$ cat src/rtl/ppu_pkg.sv
// ppu_pkg: shared types and constants for the PPU sprite pipeline.
//   eval_state_t - sprite evaluation FSM states
//   SPRITE_H8/H16 - sprite heights in rows (9-bit to compare against a
//                   lineCount difference without casts)
//   SEC_OAM_FILL  - value written to every secondary OAM byte during clear
package ppu_pkg;

  typedef enum logic [2:0] {
    CLEAR,
    EVAL_Y,
    COPY,
    OVF_SEARCH,
    DONE
  } eval_state_t;

  localparam logic [8:0] SPRITE_H8    = 9'd8;
  localparam logic [8:0] SPRITE_H16   = 9'd16;
  localparam logic [7:0] SEC_OAM_FILL = 8'hFF;

endpackage

$ cat src/rtl/sprite_range_check.sv
// sprite_range_check: combinational test of whether a sprite whose top row
// is y_i covers scanline line_i.
//   line_i     - current scanline (9 bit)
//   y_i        - sprite Y byte from OAM
//   size16_i   - 1 = 16-row sprites, 0 = 8-row sprites
//   in_range_o - line_i - y_i is non-negative and below the sprite height
module sprite_range_check
  import ppu_pkg::*;
(
  input  logic [8:0] line_i,
  input  logic [7:0] y_i,
  input  logic       size16_i,
  output logic       in_range_o
);

  // One extra bit so a Y below the line shows up as a borrow in diff[9].
  logic [9:0] diff;

  assign diff       = {1'b0, line_i} - {2'b00, y_i};
  assign in_range_o = !diff[9] && (diff[8:0] < (size16_i ? SPRITE_H16 : SPRITE_H8));

endmodule

$ cat src/rtl/sprite_evaluator.sv
// sprite_evaluator: per-scanline sprite evaluation. Clears secondary OAM,
// scans primary OAM for sprites covering lineCount, copies up to SEC_SLOTS
// of them, then runs the (buggy) overflow search.
//   clock/reset_n    - PPU clock, async active-low reset
//   clock_EN         - dot enable
//   spriteEval_EN    - evaluation window (dots 1..256)
//   spriteEvalReset  - restart strobe at dot 340
//   lineCount        - current scanline; spriteSize16 - sprite height select
//   oamAddr/oamData  - primary OAM read port (data one enabled cycle later)
//   secAddr/secWrData/secWe - registered secondary OAM write port
//   overflowSet      - one-cycle overflow pulse
//   sprite0Next/spriteCount - results of the last completed evaluation
module sprite_evaluator
  import ppu_pkg::*;
#(
  parameter int OAM_ENTRIES = 64,
  parameter int SEC_SLOTS   = 8
) (
  input  logic       clock,
  input  logic       reset_n,
  input  logic       clock_EN,
  input  logic       spriteEval_EN,
  input  logic       spriteEvalReset,
  input  logic [8:0] lineCount,
  input  logic       spriteSize16,
  output logic [7:0] oamAddr,
  input  logic [7:0] oamData,
  output logic [4:0] secAddr,
  output logic [7:0] secWrData,
  output logic       secWe,
  output logic       overflowSet,
  output logic       sprite0Next,
  output logic [3:0] spriteCount
);

  localparam logic [5:0] N_LAST = 6'(OAM_ENTRIES - 1);
  localparam logic [3:0] FULL   = 4'(SEC_SLOTS);

  eval_state_t state_q, state_d;
  logic [7:0]  d_q, d_d;
  logic [5:0]  n_q, n_d;
  logic [1:0]  m_q, m_d;
  logic [3:0]  found_q, found_d;
  logic        s0_q, s0_d;          // entry 0 copied on this line
  logic        ovf_done_q, ovf_done_d;
  logic [7:0]  hold_q, hold_d;      // last address read before DONE
  logic [4:0]  sec_addr_q, sec_addr_d;
  logic [7:0]  sec_data_q, sec_data_d;
  logic        sec_we_q, sec_we_d;
  logic        ovf_q, ovf_d;
  logic [3:0]  cnt_q, cnt_d;
  logic        s0n_q, s0n_d;

  logic en, act, n_last, in_range;

  assign en     = clock_EN & spriteEval_EN;
  assign act    = d_q[0];
  assign n_last = (n_q == N_LAST);

  sprite_range_check u_range (
    .line_i    (lineCount),
    .y_i       (oamData),
    .size16_i  (spriteSize16),
    .in_range_o(in_range)
  );

  // m is 0 outside COPY/OVF_SEARCH, so {n,m} is also the Y address in EVAL_Y.
  assign oamAddr     = (state_q == DONE) ? hold_q : {n_q, m_q};
  assign secAddr     = sec_addr_q;
  assign secWrData   = sec_data_q;
  assign secWe       = sec_we_q;
  assign overflowSet = ovf_q;
  assign sprite0Next = s0n_q;
  assign spriteCount = cnt_q;

  always_comb begin
    state_d    = state_q;
    d_d        = d_q;
    n_d        = n_q;
    m_d        = m_q;
    found_d    = found_q;
    s0_d       = s0_q;
    ovf_done_d = ovf_done_q;
    hold_d     = hold_q;
    sec_addr_d = sec_addr_q;
    sec_data_d = sec_data_q;
    sec_we_d   = 1'b0;
    ovf_d      = 1'b0;
    cnt_d      = cnt_q;
    s0n_d      = s0n_q;

    if (clock_EN && spriteEvalReset) begin
      state_d    = CLEAR;
      d_d        = 8'd0;
      n_d        = 6'd0;
      m_d        = 2'd0;
      found_d    = 4'd0;
      s0_d       = 1'b0;
      ovf_done_d = 1'b0;
    end else if (en) begin
      d_d = d_q + 8'd1;
      if (state_q != DONE) hold_d = {n_q, m_q};
      if (act) begin
        if (d_q == 8'd255) begin
          cnt_d = found_q;
          s0n_d = s0_q;
        end
        case (state_q)
          CLEAR: begin
            sec_we_d   = 1'b1;
            sec_addr_d = d_q[5:1];
            sec_data_d = SEC_OAM_FILL;
            if (d_q == 8'd63) state_d = EVAL_Y;
          end
          EVAL_Y: begin
            // Y is copied even for misses; the next hit overwrites the slot.
            if (found_q < FULL) begin
              sec_we_d   = 1'b1;
              sec_addr_d = {found_q[2:0], 2'b00};
              sec_data_d = oamData;
            end
            if (in_range) begin
              state_d = COPY;
              m_d     = 2'd1;
              if (n_q == 6'd0) s0_d = 1'b1;
            end else begin
              n_d = n_q + 6'd1;
              if (n_last) state_d = DONE;
            end
          end
          COPY: begin
            sec_we_d   = 1'b1;
            sec_addr_d = {found_q[2:0], m_q};
            sec_data_d = oamData;
            if (m_q == 2'd3) begin
              found_d = found_q + 4'd1;
              n_d     = n_q + 6'd1;
              m_d     = 2'd0;
              if (n_last)                       state_d = DONE;
              else if (found_q + 4'd1 == FULL)  state_d = OVF_SEARCH;
              else                              state_d = EVAL_Y;
            end else begin
              m_d = m_q + 2'd1;
            end
          end
          OVF_SEARCH: begin
            if (in_range) begin
              ovf_d      = !ovf_done_q;
              ovf_done_d = 1'b1;
              state_d    = DONE;
            end else begin
              // m also steps on a miss: the diagonal walk of the real chip.
              n_d = n_q + 6'd1;
              m_d = m_q + 2'd1;
              if (n_last) state_d = DONE;
            end
          end
          default: ;
        endcase
      end
    end
  end

  always_ff @(posedge clock or negedge reset_n) begin
    if (!reset_n) begin
      state_q    <= CLEAR;
      d_q        <= 8'd0;
      n_q        <= 6'd0;
      m_q        <= 2'd0;
      found_q    <= 4'd0;
      s0_q       <= 1'b0;
      ovf_done_q <= 1'b0;
      hold_q     <= 8'd0;
      sec_addr_q <= 5'd0;
      sec_data_q <= 8'd0;
      sec_we_q   <= 1'b0;
      ovf_q      <= 1'b0;
      cnt_q      <= 4'd0;
      s0n_q      <= 1'b0;
    end else begin
      state_q    <= state_d;
      d_q        <= d_d;
      n_q        <= n_d;
      m_q        <= m_d;
      found_q    <= found_d;
      s0_q       <= s0_d;
      ovf_done_q <= ovf_done_d;
      hold_q     <= hold_d;
      sec_addr_q <= sec_addr_d;
      sec_data_q <= sec_data_d;
      sec_we_q   <= sec_we_d;
      ovf_q      <= ovf_d;
      cnt_q      <= cnt_d;
      s0n_q      <= s0n_d;
    end
  end

endmodule

$ cat config.mk
export PLATFORM = sky130hd
export DESIGN_NAME = sprite_evaluator
export DESIGN_NICKNAME = d
export VERILOG_FILES = /design/src/rtl/ppu_pkg.sv /design/src/rtl/sprite_range_check.sv /design/src/rtl/sprite_evaluator.sv
export SDC_FILE = /design/constraint.sdc
export NUM_CORES = 1
export LEC_CHECK = 0
export CELL_PAD_IN_SITES_DETAIL_PLACEMENT = 1
export CELL_PAD_IN_SITES_GLOBAL_PLACEMENT = 1
export CORE_ASPECT_RATIO = 1.25
export CORE_MARGIN = 8
export CORE_UTILIZATION = 44
export DETAILED_ROUTE_END_ITERATION = 12
export GPL_TIMING_DRIVEN = 0
export PLACE_DENSITY_LB_ADDON = 0.1
export SLEW_MARGIN = 20
export SYNTH_ARGS = -nofsm -noshare
export SYNTH_HDL_FRONTEND = slang
export SYNTH_SLANG_ARGS = --single-unit
$ cat constraint.sdc
create_clock -name clock -period 3.1 [get_ports clock]
set_clock_uncertainty 0.2 [all_clocks]
set_input_delay 0.31 -clock clock [delete_from_list [all_inputs] [get_ports clock]]
set_output_delay 0.31 -clock clock [all_outputs]
set_load 0.01 [all_outputs]
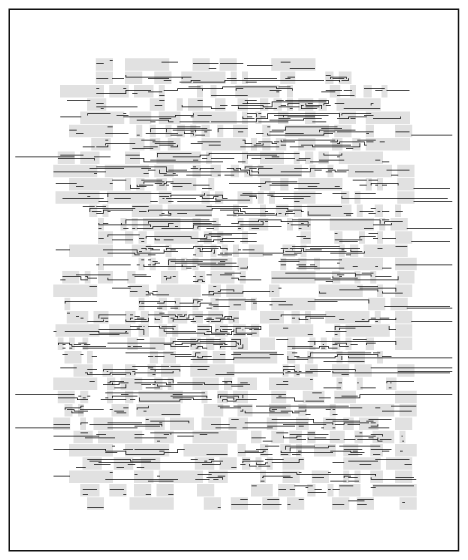
**Above:** met1 routing.
nets with wire on the layer	401
longest straight run	23.9 µm

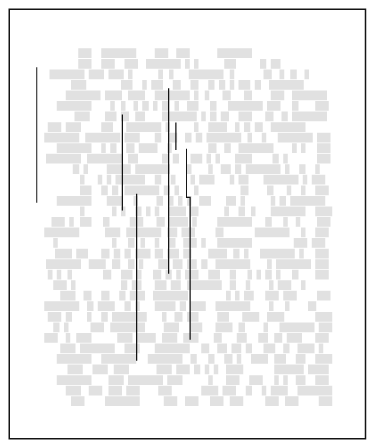
**Above:** met4 routing.
nets with wire on the layer	5
wire length on this layer	206 µm
share of all routed wire	2.4%

==> impl_metrics.csv <==
group,metric,value,unit
cells_and_area,final_cells,490,
cts,cts.sinks,53,
final_timing,min_period,3000,ps
yosys,edf_count,0,
final_timing,final_max_slew_viol_count,0,
detailed_routing,routed_wl,8.69,mm
setup_path,startpoint,"lineCount[2]",
yosys,ys_ff,53,
detailed_routing,ant_nets,0,
floorplanning,chip_area,0.0101,mm²
run_status,outcome,"finished, final reports clean",
final_timing,whs,133,ps
setup_path,required,3150,ps
setup_path,worstPathMaxFanout,6,
grt,grt_pass1_vias,2992,
final_timing,max_slew.worst_pin.slew,704,ps
final_timing,setup_ws,98.7,ps
job,drv_cap,0,
setup_path,crit_type,"primary input to flip-flop",
place,hpwlAfterDp,6.40,mm
setup_path,arrival,3060,ps
cts,root_buffer,"clkbuf_8",
floorplanning,die_h,110,µm
final_timing,relSlewSlack,52.8,%
yosys,syn_avg_cell_area,9.23,µm²
final_timing,max_freq,333,MHz
grt,grt_max_degree,54,
setup_path,r2r_slack,580,ps
setup_path,critPathSlowestCell,"a2111o_1",
cells_and_area,lay_top_count,"dfrtp_1",
setup_path,r2r_cells,7,
setup_path,r2r-start,"d_q[0]",
yosys,fp_nets,377,
grt,overflow,0,
setup_path,cp-end-kind,"flip-flop",
place,dp.cells,479,
cts,cts_tree,"done",
yosys,yosys_area,0.00314,mm²
pwr,ir_drop,240,µV
cts,clk_latency,320,ps
pwr,p_per_area,434,mW/mm²
detailed_routing,first_pass_iters,4,
setup_path,path_delay_family,"AND-OR/OR-AND gates",
cts,cts_buffer_depth,2,
final_timing,period_used_share,96.8,%
final_timing,hold_viol_final,0,
place,numPortBuffers,49,
detailed_routing,drt_iter0_drc,106,
yosys,synthCells,340,
yosys,yosysSeqAreaShare,42.2,%
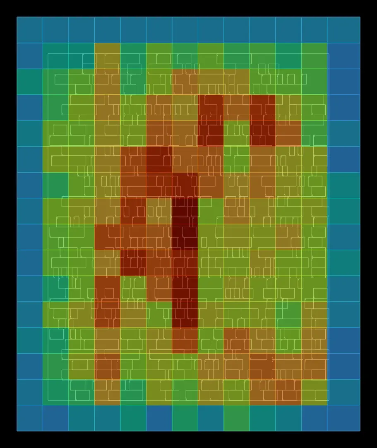
**Above:** routing congestion map.
utilization after layout: 56.9%
gr usage total: 17.6%
post-DR wirelength/cell: 17.7 µm
met1 Resource Use GR: 20.8%
met3 Use GR: 3.12%

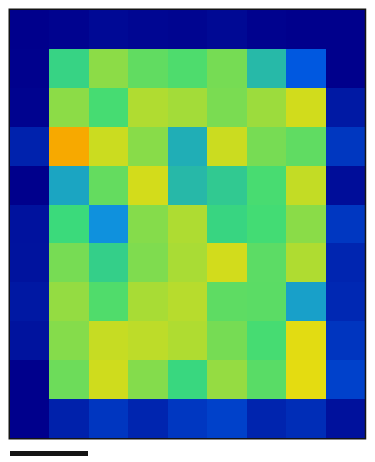
**Above:** placement density heat map.
Scale bar: 20 µm. 9 x 11 tiles, from dark blue (low) to red (high), 0 to 100% covered.
nearly empty tiles	15%
tiles over 75% full	1.0%
fullest tile	81%
emptiest ninth of the die	upper right
densest ninth of the die	centre
mean over tiles	38%
floorplan utilization: 45.3%
core area: 0.00693 mm²

state kept, by name, summed over array words and instances (netlist names):
| name | cells |
|---|---|
| secWe | 1 |
| d_q | 8 |
| hold_q | 8 |
| spriteCount | 4 |
| n_q | 6 |
| secAddr | 5 |
| overflowSet | 1 |
| sprite0Next | 1 |
| s0_q | 1 |
| found_q | 4 |
| state_q | 3 |
| m_q | 2 |
| secWrData | 8 |
| ovf_done_q | 1 |
worst register-to-register path, stage by stage, from the launching register on:
cell and delay (ps):
dfrtp_1 420, nand3_1 180, or2_2 310, clkbuf_1 170, nor3_2 520, clkbuf_1 440, nor2_1 80, a21oi_1 130
cells in the mapped netlist, types with 5 or more instances:
| cell | count | area share (%) |
|---|---|---|
| inv_1 | 17 | 2.0 |
| mux2_2 | 21 | 7.5 |
| a21oi_1 | 24 | 3.8 |
| and3_1 | 6 | 1.2 |
| dfrtp_1 | 53 | 42 |
| ha_1 | 14 | 5.6 |
| nor3_1 | 6 | 0.96 |
| nand4_1 | 7 | 1.4 |
| nor2_1 | 41 | 4.9 |
| nand3_1 | 16 | 2.6 |
| o21ai_0 | 13 | 2.1 |
| clkbuf_1 | 15 | 1.8 |
| nand2_1 | 31 | 3.7 |
| xor2_1 | 8 | 2.2 |
| mux2i_1 | 6 | 1.9 |
| o22ai_1 | 5 | 1.0 |
routing by layer:
layer / GRT usage [%] / share of wire, %
met1: 20.8 / 44
met2: 30.6 / 51
met3: 3.12 / 2.8
met4: 6.79 / 2.4
met5: 0 / 0
timing repair:
| item | CTS | global route |
|---|---|---|
| setup buffers | 0 | 4 |
| pin swaps | 0 | 7 |
| endpoints found under the hold margin | 53 | 0 |
| hold buffers | 1 | 0 |
| endpoints found under the setup margin | 13 | 20 |
| resized | 4 | 16 |
worst min path at each step:
stage / start / slack, ps / cells after the start / end
after floorplan: reset_n / -190 / 0 / d_q[0]
after global placement: ovf_done_q / 270 / 1 / overflowSet
after detailed placement: reset_n / 210 / 1 / overflowSet
after CTS: spriteEval_EN / 210 / 3 / d_q[1]
after global routing: oamData[1] / 170 / 3 / secWrData[1]
final: oamData[3] / 130 / 3 / secWrData[3]
through the flow:
stage                     total power, µW  cell area (µm²)  setup TNS, ps
final                                1710             3950              0
after global routing                 1820             3950          -41.6
after CTS                            1710             3850          -28.3
after detailed placement             1310             3740          -4650
after global placement               1290             3740         -14240
after floorplan                      1070             3140              0
power breakdown:
| part | internal (µW) | switching [µW] | leakage [µW] |
|---|---|---|---|
| registers | 770 | 67.4 | 0.000691 |
| clock network | 162 | 238 | 0.0000456 |
| logic | 245 | 230 | 0.000962 |
cell families (layout without fill, tap and decap cells):
kind of cell,after synthesis,in the layout,synth area share (%)
mux,27,27,9.45
buf+inv,35,95,4.70
compound gates,71,71,15.1
fa+ha+maj,14,14,5.58
xor+xnor,11,11,3.07
simple gates,129,129,19.9
flops,53,53,42.2
cell type report:
cell class	instances	area, µm²	area share (%)
Timing Repair Buffer	54	538	13.6
Tap cell	90	113	2.85
Multi-Input combinational cell	252	1740	44.1
Inverter	17	63.8	1.62
Clock inverter	2	13.8	0.349
Clock buffer	6	72.6	1.84
Buffer	16	80.1	2.03
Sequential cell	53	1330	33.6
Power figures rest on the tool's default switching activity, not on a simulated workload.
